### Cell placement, run 1

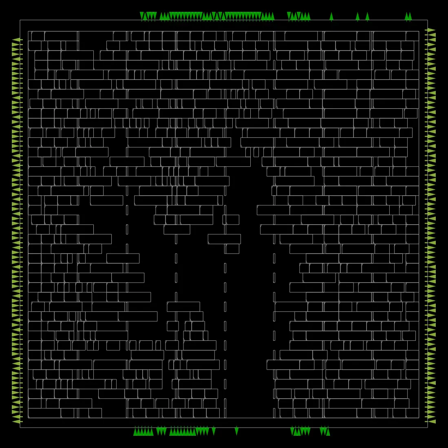
### Sizing map, run 1

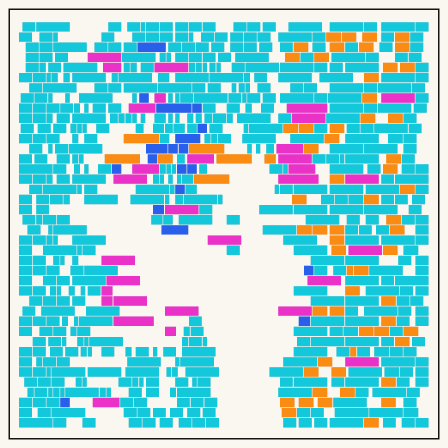
### Layout detail, run 1

Window x 76 to 96, y 76 to 96 um. Cells in grey, sequential cells in the stronger grey; small squares are vias.
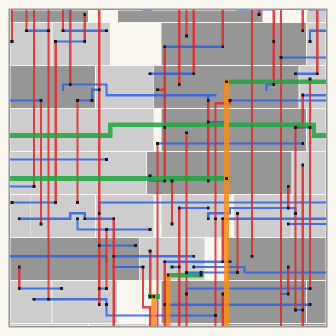
## src/rtl/peri_arb_pkg.sv

```systemverilog
// Shared types and constants for the two-master peripheral bus arbiter.
package peri_arb_pkg;

  typedef enum logic [1:0] {
    IDLE,
    ISSUE,
    RELEASE
  } arb_state_e;

  localparam logic [1:0]  REQ_NONE   = 2'b11;
  localparam logic [31:0] ABORT_DATA = 32'hFFFF_FFFF;

  function automatic logic req_active(input logic [1:0] write_n, input logic [1:0] read_n);
    return (write_n != REQ_NONE) || (read_n != REQ_NONE);
  endfunction

endpackage

```

## src/rtl/peri_arb_req_latch.sv

```systemverilog
// Captured request registers for the arbiter: selects one master's request and
// holds it on the bus for the whole transaction, or drives the bus idle.
module peri_arb_req_latch
  import peri_arb_pkg::*;
#(
  parameter int ADDR_W = 11
) (
  input  logic              clk,
  input  logic              rst_n,
  input  logic              load,
  input  logic              clear,
  input  logic              sel,
  input  logic [ADDR_W-1:0] m0_addr,
  input  logic [31:0]       m0_data_in,
  input  logic [1:0]        m0_data_write_n,
  input  logic [1:0]        m0_data_read_n,
  input  logic [ADDR_W-1:0] m1_addr,
  input  logic [31:0]       m1_data_in,
  input  logic [1:0]        m1_data_write_n,
  input  logic [1:0]        m1_data_read_n,
  output logic [ADDR_W-1:0] bus_addr,
  output logic [31:0]       bus_data_in,
  output logic [1:0]        bus_data_write_n,
  output logic [1:0]        bus_data_read_n,
  output logic              is_read
);

  logic [ADDR_W-1:0] sel_addr;
  logic [31:0]       sel_data;
  logic [1:0]        sel_write_n;
  logic [1:0]        sel_read_n;

  assign sel_addr    = sel ? m1_addr         : m0_addr;
  assign sel_data    = sel ? m1_data_in      : m0_data_in;
  assign sel_write_n = sel ? m1_data_write_n : m0_data_write_n;
  // A write takes precedence; a simultaneous read request is dropped.
  assign sel_read_n  = (sel_write_n != REQ_NONE) ? REQ_NONE
                     : (sel ? m1_data_read_n : m0_data_read_n);

  // NOTE: sequential state uses non-blocking (<=) so every flop samples pre-edge values.
  always_ff @(posedge clk or negedge rst_n) begin
    if (!rst_n) begin
      bus_addr         <= '0;
      bus_data_in      <= '0;
      bus_data_write_n <= REQ_NONE;
      bus_data_read_n  <= REQ_NONE;
    end else if (load) begin
      bus_addr         <= sel_addr;
      bus_data_in      <= sel_data;
      bus_data_write_n <= sel_write_n;
      bus_data_read_n  <= sel_read_n;
    end else if (clear) begin
      bus_addr         <= '0;
      bus_data_in      <= '0;
      bus_data_write_n <= REQ_NONE;
      bus_data_read_n  <= REQ_NONE;
    end
  end

  assign is_read = (bus_data_read_n != REQ_NONE);

endmodule

```

## src/rtl/peri_bus_arbiter.sv

```systemverilog
// Two-master round-robin arbiter for the peripheral register bus.
// Define PERI_ARB_TIMEOUT_EN to abort transactions the peripheral never completes.
module peri_bus_arbiter
  import peri_arb_pkg::*;
#(
  parameter int ADDR_W         = 11,
  parameter int TIMEOUT_CYCLES = 255
) (
  input  logic              clk,
  input  logic              rst_n,
  input  logic [ADDR_W-1:0] m0_addr,
  input  logic [31:0]       m0_data_in,
  input  logic [1:0]        m0_data_write_n,
  input  logic [1:0]        m0_data_read_n,
  output logic [31:0]       m0_data_out,
  output logic              m0_data_ready,
  input  logic [ADDR_W-1:0] m1_addr,
  input  logic [31:0]       m1_data_in,
  input  logic [1:0]        m1_data_write_n,
  input  logic [1:0]        m1_data_read_n,
  output logic [31:0]       m1_data_out,
  output logic              m1_data_ready,
  output logic [ADDR_W-1:0] bus_addr,
  output logic [31:0]       bus_data_in,
  output logic [1:0]        bus_data_write_n,
  output logic [1:0]        bus_data_read_n,
  input  logic [31:0]       bus_data_out,
  input  logic              bus_data_ready,
  output logic              bus_data_read_complete,
  output logic [1:0]        grant,
  output logic              timeout
);

  if (TIMEOUT_CYCLES < 1 || TIMEOUT_CYCLES > 255) begin : g_bad_timeout
    $error("TIMEOUT_CYCLES must be in 1..255");
  end

  arb_state_e  state_q, state_d;
  logic        req0, req1, owner_req, winner;
  logic        last_grant_q;
  logic        load, done, abort, drop, is_read, cnt_hit;
  logic [31:0] ret_data;

  assign req0      = req_active(m0_data_write_n, m0_data_read_n);
  assign req1      = req_active(m1_data_write_n, m1_data_read_n);
  // On a tie the master that did not win last time goes next.
  assign winner    = (req0 && req1) ? ~last_grant_q : req1;
  assign owner_req = last_grant_q ? req1 : req0;
  assign ret_data  = abort ? ABORT_DATA : bus_data_out;

`ifdef PERI_ARB_TIMEOUT_EN
  localparam logic [7:0] CNT_LAST = 8'(TIMEOUT_CYCLES - 1);
  logic [7:0] cnt_q;
  logic       timeout_q;

  assign cnt_hit = (cnt_q == CNT_LAST);
  assign timeout = timeout_q;

  always_ff @(posedge clk or negedge rst_n) begin
    if (!rst_n) begin
      cnt_q     <= '0;
      timeout_q <= 1'b0;
    end else begin
      timeout_q <= abort;
      if (load)                 cnt_q <= '0;
      else if (state_q == ISSUE) cnt_q <= cnt_q + 8'd1;
    end
  end
`else
  assign cnt_hit = 1'b0;
  assign timeout = 1'b0;
`endif

  always_ff @(posedge clk or negedge rst_n) begin
    if (!rst_n) state_q <= IDLE;
    else        state_q <= state_d;
  end

  // NOTE: every always_comb output gets a default first, so no path can infer a latch.
  always_comb begin
    state_d = state_q;
    load    = 1'b0;
    done    = 1'b0;
    abort   = 1'b0;
    drop    = 1'b0;
    case (state_q)
      IDLE: begin
        if (req0 || req1) begin
          load    = 1'b1;
          state_d = ISSUE;
        end
      end
      ISSUE: begin
        if (bus_data_ready) begin
          done    = 1'b1;
          state_d = RELEASE;
        end else if (cnt_hit) begin
          abort   = 1'b1;
          state_d = RELEASE;
        end
      end
      RELEASE: begin
        if (!owner_req) begin
          drop    = 1'b1;
          state_d = IDLE;
        end
      end
      default: state_d = IDLE;
    endcase
  end

  always_ff @(posedge clk or negedge rst_n) begin
    if (!rst_n) begin
      grant                  <= 2'b00;
      last_grant_q           <= 1'b1;
      m0_data_ready          <= 1'b0;
      m1_data_ready          <= 1'b0;
      m0_data_out            <= '0;
      m1_data_out            <= '0;
      bus_data_read_complete <= 1'b0;
    end else begin
      m0_data_ready          <= 1'b0;
      m1_data_ready          <= 1'b0;
      bus_data_read_complete <= 1'b0;
      if (load) begin
        grant        <= winner ? 2'b10 : 2'b01;
        last_grant_q <= winner;
      end
      if (drop) grant <= 2'b00;
      if (done || abort) begin
        if (last_grant_q) m1_data_ready <= 1'b1;
        else              m0_data_ready <= 1'b1;
        if (is_read) begin
          if (last_grant_q) m1_data_out <= ret_data;
          else              m0_data_out <= ret_data;
        end
        bus_data_read_complete <= is_read && done;
      end
    end
  end

  peri_arb_req_latch #(.ADDR_W(ADDR_W)) u_req_latch (
    .clk              (clk),
    .rst_n            (rst_n),
    .load             (load),
    .clear            (done || abort),
    .sel              (winner),
    .m0_addr          (m0_addr),
    .m0_data_in       (m0_data_in),
    .m0_data_write_n  (m0_data_write_n),
    .m0_data_read_n   (m0_data_read_n),
    .m1_addr          (m1_addr),
    .m1_data_in       (m1_data_in),
    .m1_data_write_n  (m1_data_write_n),
    .m1_data_read_n   (m1_data_read_n),
    .bus_addr         (bus_addr),
    .bus_data_in      (bus_data_in),
    .bus_data_write_n (bus_data_write_n),
    .bus_data_read_n  (bus_data_read_n),
    .is_read          (is_read)
  );

endmodule

```

## config.mk

```make
export PLATFORM = sky130hd
export DESIGN_NAME = peri_bus_arbiter
export DESIGN_NICKNAME = d
export VERILOG_FILES = /design/src/rtl/peri_arb_pkg.sv /design/src/rtl/peri_arb_req_latch.sv /design/src/rtl/peri_bus_arbiter.sv
export SDC_FILE = /design/constraint.sdc
export NUM_CORES = 1
export LEC_CHECK = 0
export CAP_MARGIN = 30
export CORE_MARGIN = 2
export CORE_UTILIZATION = 41
export DETAILED_ROUTE_END_ITERATION = 12
export PLACE_DENSITY = 0.92
export SLEW_MARGIN = 20
export SYNTH_ARGS = -nofsm -noshare
export SYNTH_HDL_FRONTEND = slang
export SYNTH_SLANG_ARGS = --single-unit
```

## constraint.sdc

```tcl
create_clock -name clk -period 2.1 [get_ports clk]
set_input_delay 0.315 -clock clk [delete_from_list [all_inputs] [get_ports clk]]
set_output_delay 0.315 -clock clk [all_outputs]
set_load 0.02 [all_outputs]
```

==> deck_impl_summary.md, run 1 <==
Key Metrics from the Run

Synth
  – Distinct cells, synth: 38
  – Yosys top cell by area: dfrtp_1
  – Top area contributor share: 56.8%
  – Most numerous cell in the Yosys netlist: dfrtp_1
  – YS chip area: 5020 um^2
  – Synth warnings: 0
  – Mapped Cells: 388
  – Area of the mapped netlist: 5020 um^2
  – Post-synth top cells: dfrtp_1 (114), mux2_2 (58), nand2_1 (47)
  – Net Count, Synth: 517
  – Top cells by area: dfrtp_1 (57%), mux2_2 (13%), mux2i_1 (9.0%)
  – Number of enable flip-flop cells: 0
  – Ys cells: 388
  – Post-synth ARST share: 100%
  – Average cell area after synthesis: 12.9 um^2
  – Main flop type: dfrtp_1

Floorplan
  – FP Core Util: 42.0%
  – CORE AREA: 12,000 um^2
  – Top-Level Pins: 246
  – Die Footprint: 13,200 um^2
  – Die width: 115 um
  – Die height: 115 um
  – Row count: 40

Critical path
  – CP Cell Sequence: clkdlybuf4s50_1
  – Top delay family on crit path: buffers and inverters
  – Buffers & Inverters on Critical Path: 1
  – Crit path required time: 1.78 ns
  – Critical Path Source Type: flop
  – Worst path max stage delay: 0.66 ns
  – Slowest-stage cell, CP: clkdlybuf4s50_1
  – Crit. End Element: output port
  – CP max FO: 3
  – CP arrival: 1.62 ns

Timing
  – Final hold slack: -0.00960 ns
  – Worst Clk Skew: 0.00541 ns
  – Highest clock rate: 0.517 GHz
  – Period utilisation layout: 92.2%
  – Final setup vio count: 0
  – Hold Violations, Final: 4
  – Max-slew violation count: 0
  – Post-route minimum period: 1.94 ns
  – Least-Margin Pin Slew: 0.619 ns

Global route
  – Total grt overflow: 0
  – Initial antenna violation count: 1
  – Vias in the first global route: 4,318
  – Global-route wire length before repair: 22,300 um
  – Largest net degree at the start of global routing: 120
  – GRT Total Usage: 22.4%

Clock tree
  – H-tree depth: 4
  – TritonCTS Sinks: 119
  – CTS resizes: 0
  – Num CTS Buffers: 17
  – CTS Hold Buffers Added: 0
  – Clock Tree Buf Depth: 2
  – Post-CTS setup buffer count: 0
  – CTS tree: done

Drt
  – DRC violation count after routing: 0
  – Initial DRC Count: 232
  – Antenna Nets Post-Route: 0
  – Via density: 5.06
  – Total iterations of the first detailed-routing run: 4
  – Final Routed Wirelength: 14,400 um
  – WL/cell: 17.9 um

Power
  – Leak pwr: 3.71 nW
  – Power density over the cells: 1530 nW/um^2
  – Worst VDD drop: 0.000766 V

Run status
  – Failing checks: negative hold slack
  – Outcome: finished, violations left

Placement
  – Dpl ws: -0.120 ns
  – Buffers on Ports: 244
  – GPL Wtd Cong: 0.931
  – Post-DP Area: 7700 um^2
  – DP Wirelength: 10,900 um

Cells and area
  – # nets final: 771
  – Share of cells above drive strength 1: 17.7%

Min path
  – Worst hold path class: primary input to async pin

Job
  – Max-capacitance violation count: 0
Notes on 'Cell placement' above:
Taps Inserted: 147
fin util: 69.5%
fillers: 779
Layout Cells excl Fill: 803

Notes on 'Sizing map' above:
Key: drive 6 and up = magenta [cells 31, most used clkbuf_16]; drive 1 or less = cyan [cells 539, most used clkdlybuf4s50_1]; drive 2 = orange [cells 66, most used mux2_2]; drive 3 to 4 = blue [cells 19, most used buf_4]
post-route cell area: 8320 um^2
bufs w/o clock: 259
Layout area overhead: 65.6%
Setup WS post-layout: 0.164 ns

Notes on 'Layout detail' above:
Key: met3 = green; met1 = blue; met2 = red; met4 = orange
Netlist names of flops here include m0_data_out (5), m1_data_out (3). Sequential cells in the window: 8. 21 logic cells have their middle in the window. Most frequent: dfrtp_1 (8), clkdlybuf4s50_1 (6), mux2_2 (5).

run 1: sequential cells by signal, summed over array words and instances, names as in the netlist:
| signal | count |
|---|---|
| m0_data_out | 32 |
| m1_data_out | 32 |
| u_req_latch.bus_data_in | 32 |
| u_req_latch.bus_addr | 11 |
| grant | 2 |
| state_q | 2 |
| u_req_latch.bus_data_read_n | 2 |
| u_req_latch.bus_data_write_n | 2 |
| bus_data_read_complete | 1 |
| last_grant_q | 1 |
| m0_data_ready | 1 |
| m1_data_ready | 1 |
run 1: path summary, 6_finish.rpt:
| kind | from | depth (start not counted) | endpoint | slack [ns] |
|---|---|---|---|---|
| max in group asynchronous | rst_n | 2 | m0_data_out[10] | 1.65 |
| worst min register to register | u_req_latch.bus_data_write_n[1] | 2 | u_req_latch.bus_data_write_n[1] | 0.48 |
| min in group clk | u_req_latch.bus_data_write_n[1] | 2 | u_req_latch.bus_data_write_n[1] | 0.48 |
| worst max register to register | state_q[0] | 5 | m0_data_out[18] | 0.30 |
| worst max-delay path | u_req_latch.bus_data_read_n[1] | 1 | bus_data_read_n[1] | 0.16 |
| worst min-delay path | rst_n | 2 | u_req_latch.bus_data_in[7] | -0.01 |
run 1: cell usage in the layout, fill, tap and decap left out, types with 4 or more instances in the layout:
cell / count
clkdlybuf4s50_1: 243
dfrtp_1: 114
mux2_2: 58
nand2_1: 47
mux2i_1: 45
o21ai_0: 27
o21ai_1: 18
clkbuf_16: 17
buf_4: 10
nor2_1: 7
mux2_1: 7
buf_12: 6
inv_1: 5
a21oi_1: 5
dfstp_2: 5
inv_6: 4
run 1: metal layers:
layer | GRT usage (%) | wire length [um] | vias up
met5 | 0 | 0 | -
met4 | 8.43 | 272 | 0
met3 | 9.32 | 1310 | 28
met2 | 37.8 | 7200 | 212
met1 | 25.4 | 5620 | 1953
li1 | - | - | 1867
run 1: kinds of logic (layout without fill, tap and decap cells):
| kind of cell | after synthesis | count (layout) | share of synthesized area, % |
|---|---|---|---|
| flip-flops | 119 | 119 | 59.4 |
| multiplexers | 110 | 110 | 23.5 |
| AND/OR/NAND/NOR | 66 | 66 | 6.15 |
| AND-OR/OR-AND | 63 | 63 | 7.20 |
| buffers and inverters | 29 | 296 | 3.64 |
| other | 1 | 2 | 0.0746 |
run 1: through the flow:
step	hold slack (ns)	setup TNS [ns]	power, W
floorplan	0.0194	0	0.00687
global placement	0.440	-0.0281	0.00956
detailed placement	0.454	-3.29	0.00987
CTS	0.00553	0	0.0129
global route	0.0316	0	0.0134
finish	-0.00960	0	0.0127
run 1: power by group:
| part | internal (W) | switching, W | total, W |
|---|---|---|---|
| Clock | 0.00191 | 0.00104 | 0.00295 |
| Combinational | 0.00295 | 0.00289 | 0.00584 |
| Sequential | 0.00332 | 0.000631 | 0.00395 |
| Total | 0.00818 | 0.00456 | 0.0127 |
run 1: layout make-up:
class | count | area [um^2] | share of cell area (%)
multi-input combinational | 240 | 1890 | 22.7
sequential | 119 | 2980 | 35.9
clock buffer | 19 | 443 | 5.33
antenna | 1 | 2.50 | 0.0301
timing repair buffer | 259 | 2630 | 31.6
tap | 147 | 184 | 2.21
inverter | 5 | 18.8 | 0.226
clock inverter | 13 | 168 | 2.02
==> inputs of run 2 (changes only) <==
Settings changed: CORE_UTILIZATION 41 to 45, DONT_BUFFER_PORTS set to 1, PLACE_DENSITY 0.92 to 0.71.
### Cell placement, run 2

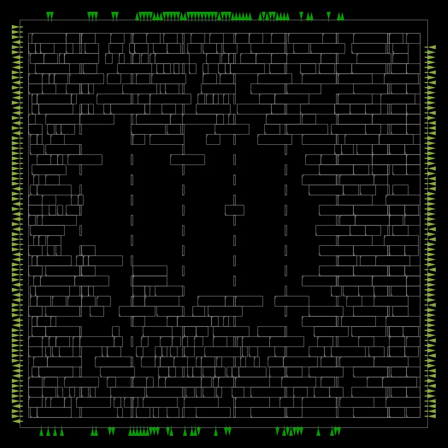
fillers: 848
sequential share of cell area: 46.7%
fin util: 58.7%

==> run 2 against run 1 <==
Effect of this change: the flow still finishes with violations (negative hold slack); non-clock buffer count fell by 188; hold slack worse by 0.48 ns; synthesized cell count unchanged; design area is 23% lower; combinational power decreased by 58%; first-iteration DRC count decreased by 0.86%; die area fell by 8.6%; core utilization shrank 11 points.
==> deck_impl_summary.md, run 2 <==
Key Metrics from the Run

Timing
  – Hold Violations, Final: 119 (was 4)
  – Post-route minimum period: 2.01 ns (was 1.94 ns)
  – Worst Clk Skew: 0.0105 ns (was 0.00541 ns)
  – Max-slew violation count: 0 (unchanged)
  – Highest clock rate: 0.498 GHz (was 0.517 GHz)
  – Unrepaired setup endpoints after global routing: false (unchanged)
  – Final setup TNS: 0 ns (unchanged)
  – Least-Margin Pin Slew: 0.594 ns (was 0.619 ns)
  – Period utilisation layout: 95.7% (was 92.2%)
  – Final hold slack: -0.489 ns (was -0.00960 ns)
  – Final setup vio count: 0 (unchanged)

Floorplan
  – CORE AREA: 10,900 um^2 (was 12,000 um^2)
  – Top-Level Pins: 246 (unchanged)
  – Die Footprint: 12,000 um^2 (was 13,200 um^2)
  – Die height: 110 um (was 115 um)
  – FP Core Util: 46.1% (was 42.0%)
  – Die width: 110 um (was 115 um)
  – Row count: 38 (was 40)

Global route
  – Largest net degree at the start of global routing: 120 (unchanged)
  – Global-route wire length before repair: 18,100 um (was 22,300 um)
  – Total grt overflow: 0 (unchanged)
  – Vias in the first global route: 3,591 (was 4,318)
  – Initial antenna violation count: 0 (was 1)
  – GRT Total Usage: 20.0% (was 22.4%)

Drt
  – Via density: 5.47 (was 5.06)
  – Initial DRC Count: 230 (was 232)
  – WL/cell: 20.2 um (was 17.9 um)
  – Final Routed Wirelength: 12,300 um (was 14,400 um)
  – DRC violation count after routing: 0 (unchanged)
  – Antenna Nets Post-Route: 0 (unchanged)
  – Total iterations of the first detailed-routing run: 4 (unchanged)

Placement
  – DP Wirelength: 8000 um (was 10,900 um)
  – GPL Wtd Cong: 0.810 (was 0.931)
  – Buffers on Ports: 0 (was 244)

Cells and area
  – # nets final: 583 (was 771)
  – Layout area overhead: 27.3% (was 65.6%)
  – Comb gate area: 1880 um^2 (was 1890 um^2)
  – Share of cells above drive strength 1: 22.9% (was 17.7%)
  – Most instantiated logic cell after routing: dfrtp_1 (was clkdlybuf4s50_1)
  – Storage cell area: 2980 um^2 (unchanged)
  – Largest regs: m0_data_out x32, m1_data_out x32, u_req_latch.bus_data_in x32 (unchanged)
  – Number of inserted diodes: 0 (was 1)

Power
  – Leak pwr: 2.98 nW (was 3.71 nW)
  – Worst VDD drop: 0.000772 V (was 0.000766 V)
  – Power density over the cells: 1640 nW/um^2 (was 1530 nW/um^2)

Critical path
  – R2r startpoint: state_q[0] (unchanged)
  – Origin of the worst setup path: state_q[0] (was u_req_latch.bus_data_read_n[1])
  – Crit path required time: 2.53 ns (was 1.78 ns)
  – CP max FO: 47 (was 3)
  – Slowest-stage cell, CP: dlygate4sd3_1 (was clkdlybuf4s50_1)
  – Crit. End Element: flop (was output port)
  – CP arrival: 2.44 ns (was 1.62 ns)
  – CP Cell Sequence: o311ai_4 -> buf_12 -> nor2b_1 -> a21oi_1 -> dlygate4sd3_1 (was clkdlybuf4s50_1)
  – Worst path max stage delay: 0.55 ns (was 0.66 ns)
  – Critical Path Source Type: flop (unchanged)

Run status
  – Outcome: finished, violations left (unchanged)
  – Failing checks: negative hold slack (unchanged)

Clock tree
  – TritonCTS Sinks: 119 (unchanged)
  – H-tree depth: 4 (unchanged)
  – CTS resizes: 0 (unchanged)
  – Post-CTS setup buffer count: 0 (unchanged)
  – CTS tree: done (unchanged)
  – Clock Tree Buf Depth: 2 (unchanged)
  – Num CTS Buffers: 17 (unchanged)
  – CTS Hold Buffers Added: 63 (was 0)

Synth
  – Post-synth top cells: dfrtp_1 (114), mux2_2 (58), nand2_1 (47) (unchanged)
  – Post-synth ARST share: 100% (unchanged)
  – Mapped Cells: 388 (unchanged)
  – Top cells by area: dfrtp_1 (57%), mux2_2 (13%), mux2i_1 (9.0%) (unchanged)
  – Number of enable flip-flop cells: 0 (unchanged)
  – Main flop type: dfrtp_1 (unchanged)
  – Average cell area after synthesis: 12.9 um^2 (unchanged)
  – Top area contributor share: 56.8% (unchanged)
  – Yosys top cell by area: dfrtp_1 (unchanged)
  – Synth warnings: 0 (unchanged)
  – Net Count, Synth: 517 (unchanged)
  – Distinct cells, synth: 38 (unchanged)
  – Area of the mapped netlist: 5020 um^2 (unchanged)
  – Ys cells: 388 (unchanged)
  – Most numerous cell in the Yosys netlist: dfrtp_1 (unchanged)
  – YS chip area: 5020 um^2 (unchanged)

Min path
  – Worst hold path class: primary input to async pin (unchanged)

Job
  – Max-capacitance violation count: 0 (unchanged)
### Layout detail, run 2

Window x 72 to 92, y 72 to 92 um. Cells in grey, sequential cells in the stronger grey; small squares are vias.
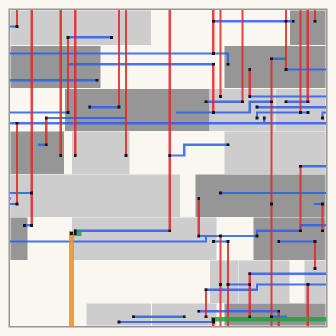
Key: met4 = orange; met3 = green; met1 = blue; met2 = red
16 logic cells have their middle in the window. Sequential cells in the window: 5. Most frequent: dfrtp_1 (5), mux2_2 (4), clkbuf_16 (3). Netlist names of flops here include m0_data_out (4), m1_data_out (1).

[run 2: final timing paths]
path                                                        end  slack [ns]  cells after the start
worst min-delay path                            m0_data_out[18]       -0.49                      0
max in group asynchronous       u_req_latch.bus_data_write_n[1]        2.39                      0
min in group clk                    u_req_latch.bus_data_in[24]        0.01                      2
worst max-delay path            u_req_latch.bus_data_write_n[0]        0.09                      5
worst min register to register  u_req_latch.bus_data_write_n[1]        0.56                      2
worst max register to register  u_req_latch.bus_data_write_n[0]        0.09                      5
[run 2: where the power goes]
group	switching (W)	internal (W)	total, W
clock	0.00107	0.00173	0.00280
sequential	0.00196	0.00331	0.00527
combinational	0.00115	0.00130	0.00245
total	0.00418	0.00634	0.0105
[run 2: layout make-up]
cell class / instances / area share [%]
clock buffer: 18 / 6.69
clock inverter: 14 / 2.35
inverter: 5 / 0.293
multi-input combinational: 240 / 29.4
sequential: 119 / 46.7
tap: 140 / 2.74
timing repair buffer: 71 / 11.9
[run 2: routing by layer]
| metal | GRT usage [%] | routed length [um] |
|---|---|---|
| met4 | 7.59 | 193 |
| met5 | 0 | 0 |
| met2 | 34.1 | 6130 |
| met1 | 22.2 | 4670 |
| met3 | 8.36 | 1260 |
[run 2: worst max-delay path: cells and delay by family (launching register included)]
kind	cells	cell delay, ns
simple gates	1	0.18
flops	1	0.50
buf+inv	2	0.81
compound gates	2	0.41
[run 2: through the flow]
stage	hold WS, ns	cell area [um^2]	power [W]	std cells	worst slack, ns
2_1_floorplan	0.0194	5020	0.00687	388	0.478
5_1_grt	-0.529	6400	0.0111	607	0.00401
4_1_cts	-0.512	6380	0.0106	605	0.118
3_5_place_dp	0.0227	5170	0.00756	510	0.317
6_report	-0.489	6400	0.0105	607	0.0903
3_3_place_gp	0.0218	5170	0.00739	510	0.383
[run 2: cells by family after synthesis]
group,after synthesis,synth area share [%]
compound gates,63,7.20
other cells,1,0.0746
simple gates,66,6.15
mux,110,23.5
buf+inv,29,3.64
flops,119,59.4
==> inputs of run 3 (changes only) <==
Settings changed: CAP_MARGIN 30 to 0.
### Cell density map, run 3

11 x 11 tiles, from white (low) to dark blue (high), 0 to 100% covered.
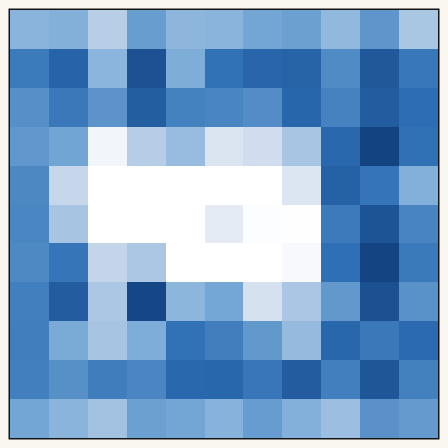
19% of the tiles are over 75% full. 11% of the tiles are nearly empty. The fullest tile reaches 92%.
CORE AREA: 10,900 um^2
FP Core Util: 46.1%

==> run 3 against run 2 <==
Effect of this change: the run still ends with negative hold slack left; setup slack did not move; clock power is essentially flat; combinational power about the same; clock skew is the same; synthesized area is the same; core utilization unchanged; die area is the same; critical path type unchanged; critical endpoint unchanged; largest power group unchanged; highest routed layer unchanged.
==> deck_impl_summary.md, run 3 <==
Key Metrics from the Run

Clock tree
  – TritonCTS Sinks: 119 (unchanged)
  – H-tree depth: 4 (unchanged)
  – Clock transition at path regs: 0.06 ns (about the same)
  – Clock Tree Buf Depth: 2 (unchanged)
  – Num CTS Buffers: 17 (unchanged)
  – CTS tree: done (unchanged)
  – CTS resizes: 0 (unchanged)

Cells and area
  – Layout area overhead: 27.3% (unchanged)
  – Fillers: 848 (unchanged)
  – Comb gate area: 1880 um^2 (unchanged)
  – Largest regs: m0_data_out x32, m1_data_out x32, u_req_latch.bus_data_in x32 (unchanged)
  – # nets final: 583 (unchanged)
  – Number of inserted diodes: 0 (unchanged)
  – Share of cells above drive strength 1: 22.9% (unchanged)
  – Most frequent cells in the layout: dfrtp_1 (114), dlygate4sd3_1 (65), mux2_2 (58) (unchanged)
  – Most instantiated logic cell after routing: dfrtp_1 (unchanged)
  – Storage cell area: 2980 um^2 (unchanged)

Synth
  – Mapped Cells: 388 (unchanged)
  – Average cell area after synthesis: 12.9 um^2 (unchanged)
  – Ys cells: 388 (unchanged)
  – Most numerous cell in the Yosys netlist: dfrtp_1 (unchanged)
  – Net Count, Synth: 517 (unchanged)
  – YS chip area: 5020 um^2 (unchanged)
  – Top area contributor share: 56.8% (unchanged)
  – Main flop type: dfrtp_1 (unchanged)
  – Top cells by area: dfrtp_1 (57%), mux2_2 (13%), mux2i_1 (9.0%) (unchanged)
  – Synth warnings: 0 (unchanged)
  – Number of enable flip-flop cells: 0 (unchanged)
  – Yosys top cell by area: dfrtp_1 (unchanged)
  – Post-synth top cells: dfrtp_1 (114), mux2_2 (58), nand2_1 (47) (unchanged)
  – Post-synth ARST share: 100% (unchanged)
  – Area of the mapped netlist: 5020 um^2 (unchanged)
  – Distinct cells, synth: 38 (unchanged)

Drt
  – Via density: 5.47 (unchanged)
  – Total iterations of the first detailed-routing run: 4 (unchanged)
  – Final Routed Wirelength: 12,300 um (unchanged)
  – WL/cell: 20.2 um (unchanged)
  – DRC violation count after routing: 0 (unchanged)
  – Initial DRC Count: 230 (unchanged)

Critical path
  – Slowest-stage cell, CP: dlygate4sd3_1 (unchanged)
  – Worst R2R End: u_req_latch.bus_data_write_n[0] (unchanged)
  – Critical Path Source Type: flop (unchanged)
  – CP Cell Sequence: o311ai_4 -> buf_12 -> nor2b_1 -> a21oi_1 -> dlygate4sd3_1 (unchanged)
  – Top delay family on crit path: buffers and inverters (unchanged)
  – WS Path Type: flop to flop (unchanged)
  – Buffers & Inverters on Critical Path: 2 (unchanged)
  – Worst path max stage delay: 0.55 ns (about the same)
  – Crit path required time: 2.53 ns (about the same)
  – Worst R2R Setup Slack: 0.09 ns (about the same)
  – Crit. End Element: flop (unchanged)
  – R2r startpoint: state_q[0] (unchanged)
  – CP arrival: 2.44 ns (about the same)
  – Cells on worst reg2reg path: 5 (unchanged)

Power
  – Leak pwr: 2.98 nW (unchanged)
  – Worst VDD drop: 0.000772 V (unchanged)
  – Clock share of power: 26.6% (about the same)
  – Combinational Power Share: 23.3% (about the same)
  – Power density over the cells: 1640 nW/um^2 (unchanged)
  – Cell internal pwr: 0.00634 W (unchanged)
  – Sw Share: 39.8% (unchanged)
  – Flop pwr share: 50.1% (about the same)

Placement
  – Buffers on Ports: 0 (unchanged)
  – DP Wirelength: 8000 um (unchanged)
  – GPL Wtd Cong: 0.810 (unchanged)

Run status
  – Outcome: finished, violations left (unchanged)
  – Failing checks: negative hold slack (unchanged)

Timing
  – Highest clock rate: 0.498 GHz (unchanged)
  – Final setup TNS: 0 ns (unchanged)
  – Post-route minimum period: 2.01 ns (unchanged)
  – Final hold slack: -0.489 ns (unchanged)
  – Hold Violations, Final: 119 (unchanged)
  – Unrepaired setup endpoints after global routing: false (unchanged)
  – Worst Clk Skew: 0.0105 ns (unchanged)
  – Period utilisation layout: 95.7% (unchanged)
  – Max-slew violation count: 0 (unchanged)
  – Final setup vio count: 0 (unchanged)
  – Least-Margin Pin Slew: 0.594 ns (unchanged)

Global route
  – Initial antenna violation count: 0 (unchanged)
  – Total grt overflow: 0 (unchanged)
  – Vias in the first global route: 3,591 (unchanged)
  – GRT Total Usage: 20.0% (unchanged)
  – Global-route wire length before repair: 18,100 um (unchanged)
  – Largest net degree at the start of global routing: 120 (unchanged)

Floorplan
  – Die height: 110 um (unchanged)
  – Die width: 110 um (unchanged)
  – Die Footprint: 12,000 um^2 (unchanged)
  – Top-Level Pins: 246 (unchanged)

Min path
  – Worst hold path class: primary input to async pin (unchanged)
### Cell placement, run 3

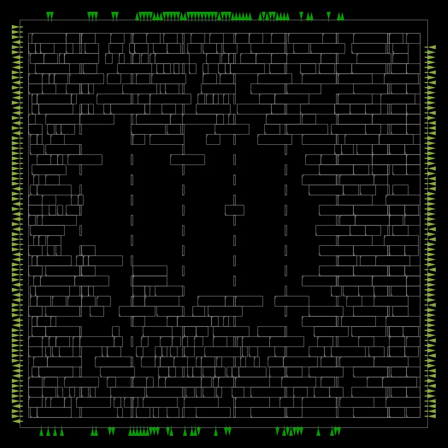
flip-flops: 119
Layout Cells excl Fill: 607
Taps Inserted: 140
row count: 38

-- run 3: worst max-delay path by stage --
stage	from	to	slack (ns)	cells past startpoint
2_1_floorplan	state_q[1]	m0_data_out[12]	0.48	7
3_3_place_gp	m1_data_write_n[0]	u_req_latch.bus_data_in[9]	0.38	5
3_5_place_dp	last_grant_q	u_req_latch.bus_data_read_n[0]	0.32	4
4_1_cts	state_q[0]	u_req_latch.bus_data_write_n[0]	0.12	5
5_1_grt	state_q[0]	u_req_latch.bus_data_write_n[0]	0.004	7
6_report	state_q[0]	u_req_latch.bus_data_write_n[0]	0.09	5
-- run 3: kinds of logic after synthesis --
family	after synthesis	share of synthesized area, %
mux	110	23.5
buf+inv	29	3.64
flops	119	59.4
compound gates	63	7.20
other cells	1	0.0746
simple gates	66	6.15
-- run 3: what timing repair did --
action	CTS	global route
hold buffers	63	2
hold endpoints to repair	204	120
endpoints found under the setup margin	0	0
setup buffers	0	0
-- run 3: power groups by stage --
| stage | sequential (W) | combinational, W | clock (W) |
|---|---|---|---|
| floorplan | 0.00500 | 0.00188 | 0 |
| global placement | 0.00528 | 0.00212 | 0 |
| detailed placement | 0.00531 | 0.00225 | 0 |
| CTS | 0.00529 | 0.00244 | 0.00285 |
| global route | 0.00541 | 0.00269 | 0.00297 |
| finish | 0.00527 | 0.00245 | 0.00280 |
-- run 3: final cells by class --
| cell class | instances | share of cell area (%) |
|---|---|---|
| clock inverters | 14 | 2.35 |
| clock buffers | 18 | 6.69 |
| well taps | 140 | 2.74 |
| flip-flops and latches | 119 | 46.7 |
| repair buffers | 71 | 11.9 |
| inverters | 5 | 0.293 |
| multi-input cells | 240 | 29.4 |
-- run 3: through the flow --
stage	cells	setup slack, ns	total power (W)	area, um^2	util [%]
6_report	607	0.0903	0.0105	6400	58.7
5_1_grt	607	0.00401	0.0111	6400	58.7
4_1_cts	605	0.118	0.0106	6380	58.6
3_5_place_dp	510	0.317	0.00756	5170	47.5
3_3_place_gp	510	0.383	0.00739	5170	47.5
2_1_floorplan	388	0.478	0.00687	5020	-
-- run 3: layer usage --
layer  vias up  share of wire (%)  global-route usage (%)
met5         -                  0                       0
met4         0                1.6                    7.59
met3        14                 10                    8.36
met2       182                 50                    34.1
met1      1640                 38                    22.2
li1       1486                  -                       -

## Gallery

Ports around the boundary.
The bar under the picture is 20 um long. Pins as bars across the die edge, other pins in grey.
picture 1
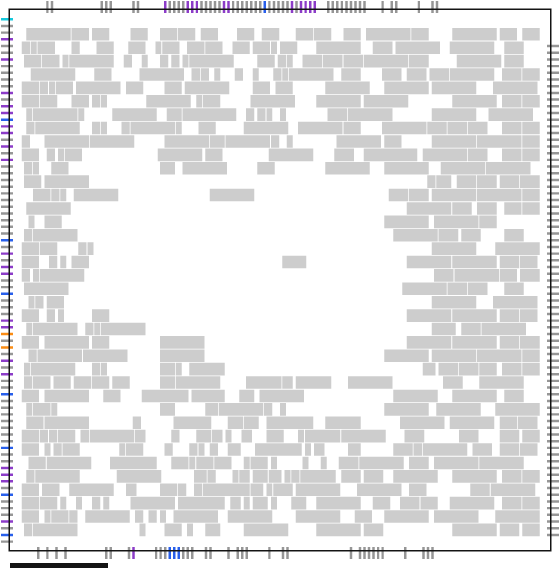
picture 2
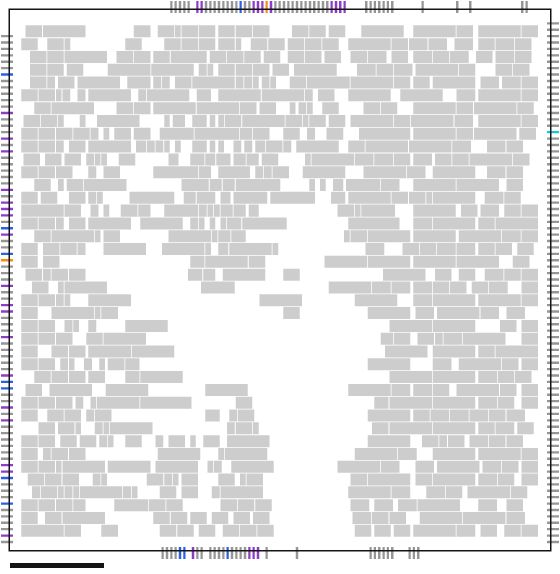
Run 1 is picture 2.
Run 3 is picture 1.

Key to picture 2:
Key: m0_data_read_n = orange [pins 2, direction input, edge 1 left, 1 top]; clk = cyan [pins 1, direction input, edge right]; bus_data_in = purple [pins 32, direction output, edge 18 left, 10 top, 4 bottom]; m1_addr = blue [pins 11, direction input, edge 7 left, 3 bottom, 1 top]

Power and IR drop assume default switching activity.
